$ cat src/rtl/unified_mem_arbiter.sv
// Arbiter sharing one fixed-latency 64-bit memory port between the IF and MEM stages.
// Define ARB_ROUND_ROBIN_EN for alternating contested arbitration instead of data priority.
module unified_mem_arbiter #(
  parameter int unsigned ADDR_W     = 64,
  parameter int unsigned DATA_W     = 64,
  parameter int unsigned MEM_LAT    = 2,
  parameter int unsigned STARVE_MAX = 4
) (
  input  logic              clk,
  input  logic              reset,
  input  logic              if_req,
  input  logic [ADDR_W-1:0] if_addr,
  output logic              if_gnt,
  output logic              if_rvalid,
  output logic [31:0]       if_rdata,
  input  logic              d_req,
  input  logic              d_we,
  input  logic [ADDR_W-1:0] d_addr,
  input  logic [DATA_W-1:0] d_wdata,
  output logic              d_gnt,
  output logic              d_rvalid,
  output logic [DATA_W-1:0] d_rdata,
  output logic              mem_en,
  output logic              mem_we,
  output logic [ADDR_W-1:0] mem_addr,
  output logic [DATA_W-1:0] mem_wdata,
  input  logic [DATA_W-1:0] mem_rdata,
  output logic              stall_if,
  output logic              stall_mem
);

  localparam int unsigned LAT_W = $clog2(MEM_LAT + 1);
  localparam int unsigned STV_W = $clog2(STARVE_MAX + 1);

  typedef enum logic [1:0] {S_IDLE, S_ISSUE, S_WAIT, S_RESP} state_t;

  state_t            state, state_nxt;
  logic [LAT_W-1:0]  lat_cnt;
  logic              own_d;
  logic              lat_we;
  logic              if_pend, d_pend;
  logic              start_c, done_c, if_win_c;

`ifdef ARB_ROUND_ROBIN_EN
  logic last_d;

  // Contested: alternate, data first after reset
  assign if_win_c = if_req & (~d_req | last_d);

  always_ff @(posedge clk) begin
    if (reset)        last_d <= 1'b0;
    else if (start_c) last_d <= ~if_win_c;
  end
`else
  logic [STV_W-1:0] starve_cnt;

  // Contested: data wins unless IF has lost STARVE_MAX times in a row
  assign if_win_c = if_req & (~d_req | (starve_cnt == STV_W'(STARVE_MAX)));

  always_ff @(posedge clk) begin
    if (reset) begin
      starve_cnt <= '0;
    end else if (start_c) begin
      if (if_win_c)
        starve_cnt <= '0;
      else if (if_req && (starve_cnt != STV_W'(STARVE_MAX)))
        starve_cnt <= starve_cnt + STV_W'(1);
    end
  end
`endif

  always_ff @(posedge clk) begin
    if (reset) state <= S_IDLE;
    else       state <= state_nxt;
  end

  always_comb begin
    state_nxt = state;
    start_c   = 1'b0;
    done_c    = 1'b0;
    case (state)
      S_IDLE: begin
        if (if_req || d_req) begin
          state_nxt = S_ISSUE;
          start_c   = 1'b1;
        end
      end
      S_ISSUE: state_nxt = S_WAIT;
      S_WAIT: begin
        if (lat_cnt == LAT_W'(1)) begin
          state_nxt = S_RESP;
          done_c    = 1'b1;
        end
      end
      S_RESP:  state_nxt = S_IDLE;
      default: state_nxt = S_IDLE;
    endcase
  end

  // Transaction latch, strobes and read-data capture
  always_ff @(posedge clk) begin
    if (reset) begin
      if_gnt    <= 1'b0;
      d_gnt     <= 1'b0;
      if_rvalid <= 1'b0;
      d_rvalid  <= 1'b0;
      if_rdata  <= '0;
      d_rdata   <= '0;
      mem_en    <= 1'b0;
      mem_we    <= 1'b0;
      mem_addr  <= '0;
      mem_wdata <= '0;
      own_d     <= 1'b0;
      lat_we    <= 1'b0;
      lat_cnt   <= '0;
      if_pend   <= 1'b0;
      d_pend    <= 1'b0;
    end else begin
      if_gnt    <= 1'b0;
      d_gnt     <= 1'b0;
      if_rvalid <= 1'b0;
      d_rvalid  <= 1'b0;
      mem_en    <= 1'b0;
      mem_we    <= 1'b0;
      if (start_c) begin
        own_d     <= ~if_win_c;
        lat_we    <= ~if_win_c & d_we;
        mem_addr  <= if_win_c ? if_addr : d_addr;
        mem_wdata <= if_win_c ? '0 : d_wdata;
        if_gnt    <= if_win_c;
        d_gnt     <= ~if_win_c;
        mem_en    <= 1'b1;
        mem_we    <= ~if_win_c & d_we;
      end
      if (state == S_ISSUE)     lat_cnt <= LAT_W'(MEM_LAT);
      else if (state == S_WAIT) lat_cnt <= lat_cnt - LAT_W'(1);
      if (done_c) begin
        if (!own_d)
          if_rdata <= mem_addr[2] ? mem_rdata[32 +: 32] : mem_rdata[0 +: 32];
        else if (!lat_we)
          d_rdata <= mem_rdata;
        if_rvalid <= ~own_d;
        d_rvalid  <= own_d;
      end
      if (if_gnt)         if_pend <= 1'b1;
      else if (if_rvalid) if_pend <= 1'b0;
      if (d_gnt)          d_pend  <= 1'b1;
      else if (d_rvalid)  d_pend  <= 1'b0;
    end
  end

  assign stall_if  = (if_req | if_pend) & ~if_rvalid;
  assign stall_mem = (d_req | d_pend) & ~d_rvalid;

endmodule
$ cat config.mk
export PLATFORM = sky130hd
export DESIGN_NAME = unified_mem_arbiter
export DESIGN_NICKNAME = d
export VERILOG_FILES = /design/src/rtl/unified_mem_arbiter.sv
export SDC_FILE = /design/constraint.sdc
export NUM_CORES = 1
export LEC_CHECK = 0
export ABC_AREA = 1
export CORE_AREA = 2 2 189 191
export DETAILED_ROUTE_END_ITERATION = 10
export DIE_AREA = 0 0 191 193
export PLACE_DENSITY = 0.62
export REMOVE_ABC_BUFFERS = 1
export SLEW_MARGIN = 20
export SYNTH_ARGS = -nofsm -noshare
export SYNTH_HDL_FRONTEND = slang
export SYNTH_SLANG_ARGS = --single-unit
export TNS_END_PERCENT = 20
$ cat constraint.sdc
create_clock -name clk -period 2.6 [get_ports clk]
set_clock_uncertainty 0.1 [all_clocks]
set_input_delay 0.52 -clock clk [delete_from_list [all_inputs] [get_ports clk]]
set_output_delay 0.52 -clock clk [all_outputs]
set_load 0.005 [all_outputs]
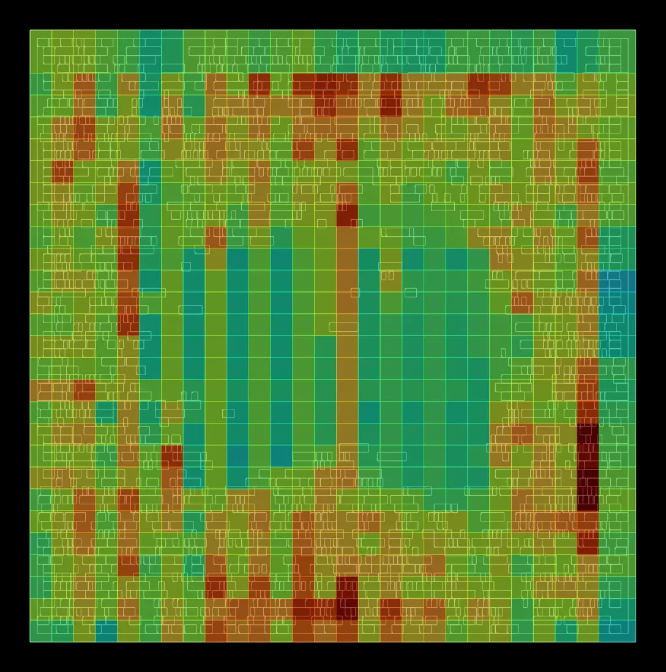
**Above:** run 1 (routing congestion map).
GR peak layer: met2
grt met1 use: 21.4%
GR Util met2: 32.1%
final core occ: 47.0%

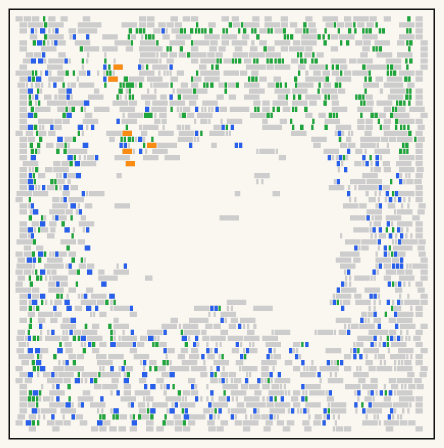
**Above:** run 1 (selected gate families).
- inverting AOI/OAI gates: blue (cells 268; most used o21ai_0; where widely spread)
- adder and majority cells: orange (cells 6; most used ha_1)
- NAND gates: green (cells 378; most used nand2_1; where widely spread)

==> results.txt, run 1 <==
area grow syn2layout - 63.6%
post-synth top area cell - dfxtp_1
Top-area cell share - 48.1%
diode count - 0
worst-case reg-to-reg path depth - 9
crit path DRT - 1.98 ns
Total Neg Setup Slack - 0 ns
top post-synthesis cells by area - dfxtp_1 48%, nor2_1 12%, o21ai_0 9.7%, nand2_1 9.2%, nand3_1 6.5%
Starting Density - 28.7%
Max IR drop VDD - 0.514 mV
PwrDens - 782 mW/mm^2
Post-synth EDFFs - 0
placed cell area - 0.0154 sq mm
Rows - 69
Hold WS - 0.350 ns
H-tree depth - 1
Max Fclk - 424 MHz
Worst Tran Pin Value - 0.609 ns
sequential fraction of the synthesis area - 48.1%
RR Startpoint - state[0]
WL per Instance - 15.5 um
worst path arrival time - 1.74 ns
drt drc - 0
die area - 0.0369 sq mm
final worst slack - 0.240 ns
relative slew slack - 59.4%
Antenna Violating Nets Remaining - 0
Die Span Y - 193 um
post-layout min period - 2.36 ns
vias per inst - 4.54
tool warnings - 28
Core ar. - 0.0350 sq mm
post-CTS setup buffer count - 0
Commonest flop - dfxtp_1
layout cells sized above 1 - 5.10%
final hold violation count - 0
clock sinks - 241
Crit. End Element - output pin
CP Capture Point - stall_mem
Overall Global Routing Usage - 18.5%
final wirelength - 36100 um
origin of the worst setup path - d_req
Design Power - 12.8 mW
RSZ-0062 raised after global routing - false
Critical Path Start Type - primary input
IO Count - 493
Setup WS pre-CTS - 0.256 ns
layout net count - 2109
r2r setup slk - 0.52 ns
DR pass1 iterations - 4
GPL Wtd Cong - 0.904
outcome - complete, no violations
Max Root-Sink Buffers - 3
clk latency late pin - 0.54 ns
leakage power - 6.71 nW
area of the mapped netlist - 0.0100 sq mm
detailed placement HPWL - 26200 um
initial antenna violation count - 0
CTS tree - yes
reg2reg end - d_rdata[20]
Synth cell types - 24
largest net degree at the start of global routing - 83
Async S/R FF share, synth - 0%
Commonest cells post-synth - 334 x nor2_1, 245 x nand2_1, 241 x dfxtp_1, 195 x o21ai_0, 130 x nand3_1
placed instance count - 2272
Max Slew Vio Count - 0
CTS root buf - clkbuf_16
post_cts resized - 0
hold-critical path depth - 4
Hold Crit Class - in2reg
Yosys warning total - 0
Flops after synth - 241
hold buffers post-CTS - 0
Worst Path Class, Setup - in2out
vias post-DR - 10600
drt initial violations - 409
final cell count without fillers - 2325
crit path max fanout - 2
Synth top cell by count - nor2_1
fillcell total - 3485
die width - 191 um
part of the cycle the worst path needs - 90.8%
CTS buffer count - 29
Syn Inst Count - 1394
final setup fails - 0
IO buf count - 492
first-pass GRT wire length - 54500 um
GRT overflow - 0
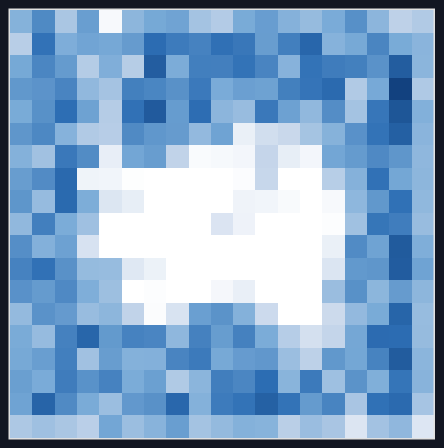
**Above:** run 1 (cell area per tile).
19 x 19 tiles, from white (low) to dark blue (high), 0 to 100% covered.
- fullest tile: 93%
- mean over tiles: 43%
- nearly empty tiles: 14%
- tiles over 75% full: 6.6%

run 1: state kept, by name, summed over array words and instances (netlist names), 2 cells and up:
signal	cells
d_rdata	64
mem_addr	64
mem_wdata	64
if_rdata	32
starve_cnt	3
lat_cnt	2
state	2
run 1: cells by family (layout without fill, tap and decap cells):
group | count (synthesis) | in the layout | share of synthesized area [%]
simple gates | 717 | 717 | 29.0
compound gates | 268 | 268 | 15.0
flops | 241 | 241 | 48.1
buf+inv | 161 | 631 | 7.13
fa+ha+maj | 6 | 6 | 0.748
xor+xnor | 1 | 1 | 0.0873
run 1: how the worst min path moves through the flow:
stage,slack [ns],endpoint
2_1_floorplan,0.35,state[1]
3_3_place_gp,0.35,d_pend
3_5_place_dp,0.36,mem_wdata[21]
4_1_cts,0.33,own_d
5_1_grt,0.36,own_d
6_report,0.35,own_d
run 1: placed cells by master (no fill, tap or decap):
cell               n
nor2_4             1
inv_6              1
nand2_1          243
clkbuf_8           6
nor2_2             1
clkbuf_16         29
clkinvlp_4         1
a21boi_0          50
inv_2              3
nor2_1           334
clkbuf_1           3
a21boi_1          14
nor2_8             2
buf_4             20
a31oi_1            1
nand3_1          130
nor3_1             1
o21ai_0          195
buf_12            13
ha_1               6
clkdlybuf4s50_1  491
nand4_1            2
a21oi_1            7
clkinv_4           2
bufinv_16          3
inv_1             49
xnor2_1            1
clkinv_2           9
o22ai_1            1
nand2_4            2
clkinv_1           1
dfxtp_1          240
dfxtp_2            1
nand2_2            1
run 1: report_power, final:
part	internal, mW	switching [mW]
Clock	2.51	1.62
Combinational	2.13	1.86
Sequential	4.38	0.349
run 1: per-layer routing:
| metal | global-route usage, % | vias to the layer above | routed length, um |
|---|---|---|---|
| met3 | 5.45 | 64 | 3110 |
| met1 | 21.4 | 4740 | 14700 |
| li1 | - | 5383 | - |
| met4 | 7.25 | 0 | 1250 |
| met5 | 0 | - | 0 |
| met2 | 32.1 | 378 | 17100 |
run 1: worst max-delay path: stages:
cell and delay, ns:
clkdlybuf4s50_1 0.50, inv_1 0.07, a21oi_1 0.14, clkdlybuf4s50_1 0.52
run 1: final cells by class:
| type | count | area [sq um] | share of cell area [%] |
|---|---|---|---|
| Clock buffer | 38 | 820 | 4.99 |
| Clock inverter | 15 | 160 | 0.975 |
| Inverter | 54 | 208 | 1.26 |
| Multi-Input combinational cell | 992 | 4510 | 27.4 |
| Sequential cell | 241 | 4830 | 29.4 |
| Tap cell | 461 | 577 | 3.51 |
| Timing Repair Buffer | 524 | 5330 | 32.4 |
==> run 2, diff against run 1 <==
Clock period 2.6 ns to 2.8 ns, I/O delays scaled along.
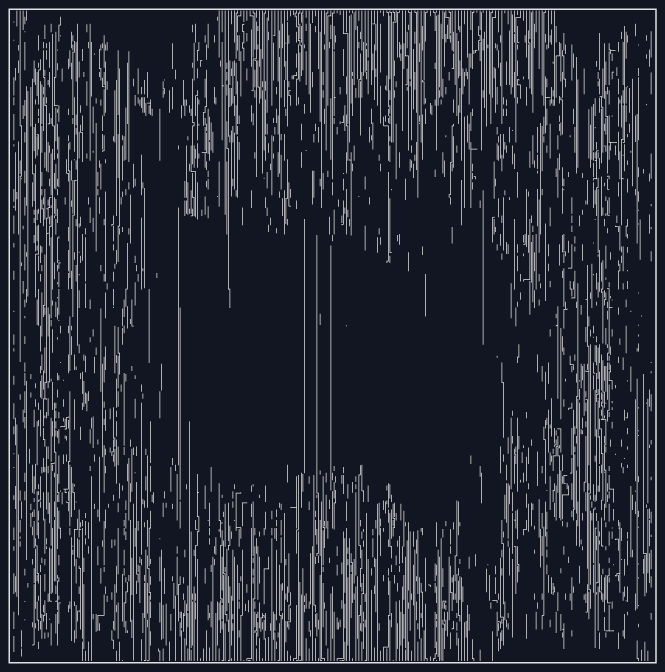
**Above:** run 2 (signal wires on met2).
- share of all routed wire: 48%
- main direction: vertical

==> results.txt, run 2 <==
Antenna Violating Nets Remaining - 0
Synth top cell by count - nor2_1
area grow syn2layout - 62.3%
Overall Global Routing Usage - 18.6%
MaxCap Viol Count - 0
DR pass1 iterations - 4
Max IR drop VDD - 0.471 mV
Largest logic family - simple AND/OR/NAND/NOR gates
Top Registers - d_rdata (64), mem_addr (64), mem_wdata (64)
placed instance count - 2265
Yosys warning total - 0
Flops after synth - 241
post-CTS setup buffer count - 0
drt initial violations - 302
Top-area cell share - 48.1%
crit path max fanout - 2
Worst Path Class, Setup - in2out
Int Pwr - 8.21 mW
vias post-DR - 10600
Rows - 69
Adder Area Share - 0.748%
Synth cell types - 24
CTS tree - yes
clk latency late pin - 0.55 ns
final wirelength - 36400 um
Max Slew Vio Count - 0
die area - 0.0369 sq mm
Post-synth EDFFs - 0
Hold Crit Class - in2reg
worst path arrival time - 1.74 ns
IO buf count - 492
vias per inst - 4.57
area fraction in compound gates - 15.0%
Async S/R FF share, synth - 0%
drt drc - 0
Worst Tran Pin Value - 0.612 ns
Commonest cells post-synth - 334 x nor2_1, 245 x nand2_1, 241 x dfxtp_1, 195 x o21ai_0, 130 x nand3_1
diode count - 0
area of the mapped netlist - 0.0100 sq mm
largest net degree at the start of global routing - 132
hold buffers post-CTS - 0
Syn Inst Count - 1394
Top cells excl fill/tap - 491 x clkdlybuf4s50_1, 334 x nor2_1, 243 x nand2_1, 240 x dfxtp_1, 195 x o21ai_0
most numerous logic cell after layout - clkdlybuf4s50_1
final hold violation count - 0
net switching power - 3.56 mW
Starting Density - 28.7%
Crit. End Element - output pin
leakage power - 6.64 nW
sequential power share - 37.4%
vias in the first global route - 9943
Switching Share - 30.3%
Critical Path Start Type - primary input
sequential fraction of the synthesis area - 48.1%
WL per Instance - 15.7 um
Total Neg Setup Slack - 0 ns
outcome - complete, no violations
Avg Inst Size Synth - 7.20 sq um
clock power share - 32.2%
tool warnings - 34
final setup fails - 0
Yosys Instances - 1394
clock sinks - 241
PwrDens - 723 mW/mm^2
relative slew slack - 59.2%
YS chip area - 0.0100 sq mm
detailed placement HPWL - 25900 um
die width - 191 um
top post-synthesis cells by area - dfxtp_1 48%, nor2_1 12%, o21ai_0 9.7%, nand2_1 9.2%, nand3_1 6.5%
fillcell total - 3559
layout net count - 2102
xor/xnor share - 0.0872%
Max Fclk - 416 MHz
crit path DRT - 2.14 ns
clock slew at reported path FFs - 0.06 ns
initial antenna violation count - 0
RSZ-0062 raised after global routing - false
AND/OR/NAND/NOR Cells, Area Fraction - 29.0%
GRT overflow - 0
CTS buffer count - 29
post-layout min period - 2.40 ns
Die Span Y - 193 um
post-synth top area cell - dfxtp_1
first-pass GRT wire length - 54700 um
layout cells sized above 1 - 4.58%
final cell count without fillers - 2318
Max Root-Sink Buffers - 3
Comb pwr share - 30.4%
GPL Wtd Cong - 0.883
post_cts resized - 0
Core ar. - 0.0350 sq mm
H-tree depth - 1
IO Count - 493
mux share - 0%
CTS root buf - clkbuf_16
part of the cycle the worst path needs - 85.8%
Commonest flop - dfxtp_1
==> run 2: netlist changes by cell type in the layout (fill, tap and decap cells not counted) <==
cell and delta:
clkbuf_1 +3, clkbuf_8 -3, clkinv_4 -2, inv_8 +1
buf_12 -4, clkinvlp_4 +1, buf_4 -3
==> run 2: logic make-up (layout without fill, tap and decap cells) <==
group                    Yosys count  in the layout
XOR/XNOR                           1              1
buffers and inverters            161            624
flip-flops                       241            241
adder cells (fa/ha/maj)            6              6
AND/OR/NAND/NOR                  717            717
AND-OR/OR-AND                    268            268
==> run 2: layout make-up <==
class | count | area (sq um) | share of cell area [%]
clock buffers | 38 | 790 | 4.85
clock inverters | 15 | 161 | 0.991
inverters | 54 | 208 | 1.27
multi-input cells | 992 | 4510 | 27.7
flip-flops and latches | 241 | 4830 | 29.6
well taps | 461 | 577 | 3.54
repair buffers | 517 | 5220 | 32.1
==> run 2: path summary, 6_finish.rpt <==
path / depth (start not counted) / from / endpoint / slack [ns]
worst max register to register: 8 / state[0] / d_rdata[11] / 0.78
worst min-delay path: 3 / if_req / if_gnt / 0.35
worst min register to register: 2 / mem_wdata[55] / mem_wdata[55] / 0.37
worst max-delay path: 4 / d_req / stall_mem / 0.40
==> run 2: critical path: stages <==
cell,delay [ns]
clkdlybuf4s50_1,0.47
inv_1,0.06
a21oi_1,0.14
clkdlybuf4s50_1,0.51
==> run 2: stage by stage <==
stage | total power [mW] | area, sq um | util [%] | hold WS (ns) | setup WS, ns
finish | 11.8 | 16300 | 46.6 | 0.351 | 0.397
global route | 12.5 | 16300 | 46.6 | 0.377 | 0.330
CTS | 11.9 | 16300 | 46.6 | 0.319 | 0.399
detailed placement | 8.08 | 15300 | 43.9 | 0.362 | 0.394
global placement | 8.04 | 15300 | 43.9 | 0.354 | 0.388
floorplan | 5.83 | 9530 | - | 0.350 | -1.45
==> run 2: power by group through the flow <==
stage / Sequential, mW / Combinational, mW / Clock (mW)
3_3_place_gp: 4.45 / 3.59 / 0
2_1_floorplan: 4.53 / 1.30 / 0
4_1_cts: 4.41 / 3.63 / 3.89
5_1_grt: 4.47 / 3.96 / 4.04
6_report: 4.40 / 3.58 / 3.79
3_5_place_dp: 4.47 / 3.61 / 0
==> run 2: per-layer routing <==
| layer | vias to the layer above | routed length (um) | global-route usage (%) |
|---|---|---|---|
| met5 | - | 0 | 0 |
| met4 | 0 | 1350 | 7.72 |
| met3 | 67 | 3060 | 5.47 |
| met2 | 362 | 17400 | 32.4 |
| met1 | 4799 | 14700 | 21.3 |
| li1 | 5370 | - | - |
==> run 3, diff against run 2 <==
Settings changed: CELL_PAD_IN_SITES_DETAIL_PLACEMENT from default to 2, CELL_PAD_IN_SITES_GLOBAL_PLACEMENT from default to 2, CORE_AREA 2 2 189 191 to default, CORE_ASPECT_RATIO from default to 2, CORE_MARGIN from default to 2, CORE_UTILIZATION from default to 22, CTS_CLUSTER_DIAMETER from default to 100, DIE_AREA 0 0 191 193 to default, PLACE_DENSITY 0.62 to 0.85.
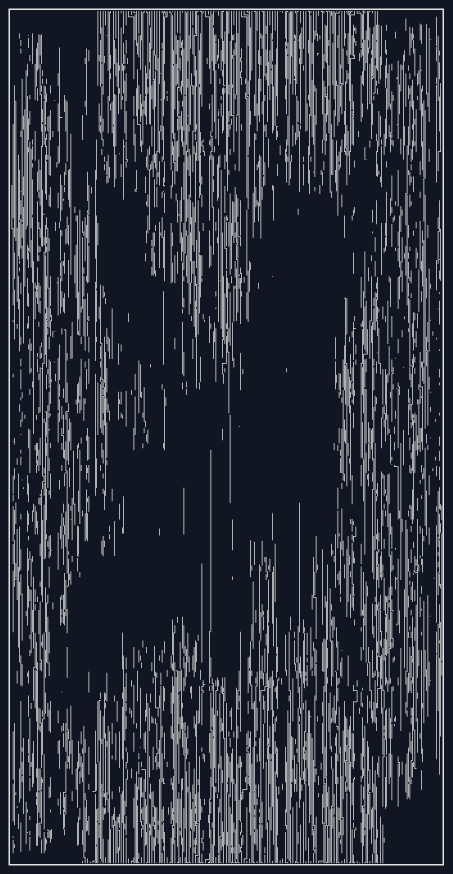
**Above:** run 3 (signal wires on met2).
- share of all routed wire: 55%
- main direction: vertical

==> results.txt, run 3 <==
Max IR drop VDD - 0.366 mV
YS chip area - 0.0100 sq mm
met3 WL - 2850 um
hold buffers post-CTS - 0
Async S/R FF share, synth - 0%
post-synth top area cell - dfxtp_1
WL per Instance - 19.8 um
MaxCap Viol Count - 0
Seq. cell area - 0.00483 sq mm
Top cells excl fill/tap - 491 x clkdlybuf4s50_1, 334 x nor2_1, 243 x nand2_1, 240 x dfxtp_1, 195 x o21ai_0
Antenna Violating Nets Remaining - 0
Commonest cells post-synth - 334 x nor2_1, 245 x nand2_1, 241 x dfxtp_1, 195 x o21ai_0, 130 x nand3_1
clk latency late pin - 0.55 ns
hold_sp - mem_wdata[2]
Flops after synth - 241
final worst slack - 0.319 ns
Max Root-Sink Buffers - 3
die width - 155 um
M1 wire length - 16100 um
area of the mapped netlist - 0.0100 sq mm
Avg Inst Size Synth - 7.20 sq um
drt initial violations - 355
fillcell total - 5143
Critical Path Start Type - primary input
Hold Crit Class - reg2reg
final cell count without fillers - 2418
crit path DRT - 2.14 ns
IO buf count - 492
PwrDens - 725 mW/mm^2
detailed placement HPWL - 35100 um
Starting Density - 22.3%
Crit. End Element - output pin
placed instance count - 2363
top post-synthesis cells by area - dfxtp_1 48%, nor2_1 12%, o21ai_0 9.7%, nand2_1 9.2%, nand3_1 6.5%
vias in the first global route - 12500
Design Power - 11.9 mW
final setup fails - 0
Yosys Instances - 1394
GPL Wtd Cong - 0.809
final hold violation count - 0
Worst Hold Path EP - mem_wdata[2]
post-layout min period - 2.48 ns
Yosys warning total - 0
Commonest flop - dfxtp_1
DR pass1 iterations - 4
Rows - 110
die area - 0.0475 sq mm
CTS root buf - clkbuf_16
layout net count - 2098
placed cell area - 0.0155 sq mm
vias post-DR - 11300
outcome - complete, no violations
area grow syn2layout - 63.4%
Synth top cell by count - nor2_1
crit path max fanout - 2
Overall Global Routing Usage - 19.6%
most numerous logic cell after layout - clkdlybuf4s50_1
sequential fraction of the synthesis area - 48.1%
clock sinks - 241
Final Instance Area - 0.0164 sq mm
IO Count - 493
Total Neg Setup Slack - 0 ns
Core ar. - 0.0450 sq mm
GRT overflow - 0
H-tree depth - 1
part of the cycle the worst path needs - 88.6%
final wirelength - 47900 um
worst-case reg-to-reg path depth - 9
Setup WS pre-CTS - 0.327 ns
CTS tree - yes
layout cells sized above 1 - 4.27%
initial antenna violation count - 12
reg2reg end - d_rdata[47]
vias per inst - 4.67
logic area - 0.00451 sq mm
post_cts resized - 0
Worst Path Class, Setup - in2out
Synth cell types - 24
Die Span Y - 306 um
Post-synth EDFFs - 0
run 3: cell counts after synthesis:
Identical to the previous run, type by type.
run 3: per-stage QoR:
stage | util (%) | hold WS [ns]
after floorplan | - | 0.350
after global placement | 34.5 | 0.357
after detailed placement | 34.5 | 0.365
after CTS | 36.4 | 0.376
after global routing | 36.4 | 0.402
final | 36.4 | 0.369
run 3: worst max-delay path by stage:
| stage | end | startpoint | slack (ns) |
|---|---|---|---|
| floorplan | mem_wdata[0] | reset | -1.45 |
| global placement | stall_mem | d_req | 0.33 |
| detailed placement | stall_mem | d_req | 0.33 |
| CTS | stall_mem | d_req | 0.31 |
| global route | stall_mem | d_req | 0.26 |
| finish | stall_mem | d_req | 0.32 |
run 3: worst max-delay path, stage by stage:
cell and delay (ns):
clkdlybuf4s50_1 0.48, inv_1 0.07, a21oi_1 0.16, clkdlybuf4s50_1 0.54
run 3: cells by family after synthesis:
group,after synthesis,synth area share [%]
compound gates,268,15.0
xor+xnor,1,0.0873
fa+ha+maj,6,0.748
buf+inv,161,7.13
flops,241,48.1
simple gates,717,29.0
run 3: report_power, final:
group          total, mW  leakage, nW  switching, mW  internal, mW
clock               3.64        0.434           1.54          2.10
sequential          4.41         1.97          0.340          4.07
combinational       3.85         4.22           1.91          1.94
total               11.9         6.62           3.79          8.11
run 3: per-layer routing:
metal  global-route usage, %  vias up
met2                    39.1      381
met4                    9.58        8
met3                    4.34      103
li1                        -     5349
met5                       0        -
met1                    18.2     5442
run 3: area by class of cell:
| cell class | instances | share of cell area [%] |
|---|---|---|
| inverter | 54 | 1.27 |
| clock buffer | 35 | 4.42 |
| sequential | 241 | 29.4 |
| multi-input combinational | 992 | 27.5 |
| tap | 560 | 4.27 |
| clock inverter | 12 | 0.885 |
| antenna | 8 | 0.122 |
| timing repair buffer | 516 | 32.1 |

==> layout pictures side by side <==
Routed metal, one color a layer.
(a)
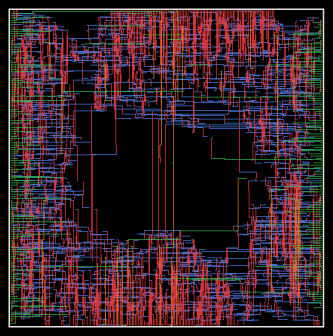
(b)
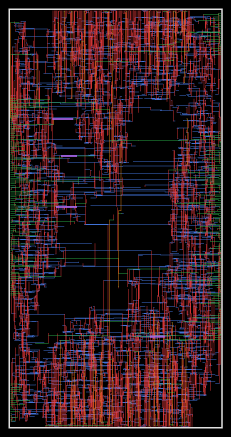
The one with the most wire is (b).
run 2: (a)
run 3: (b)

Power and IR drop assume default switching activity.
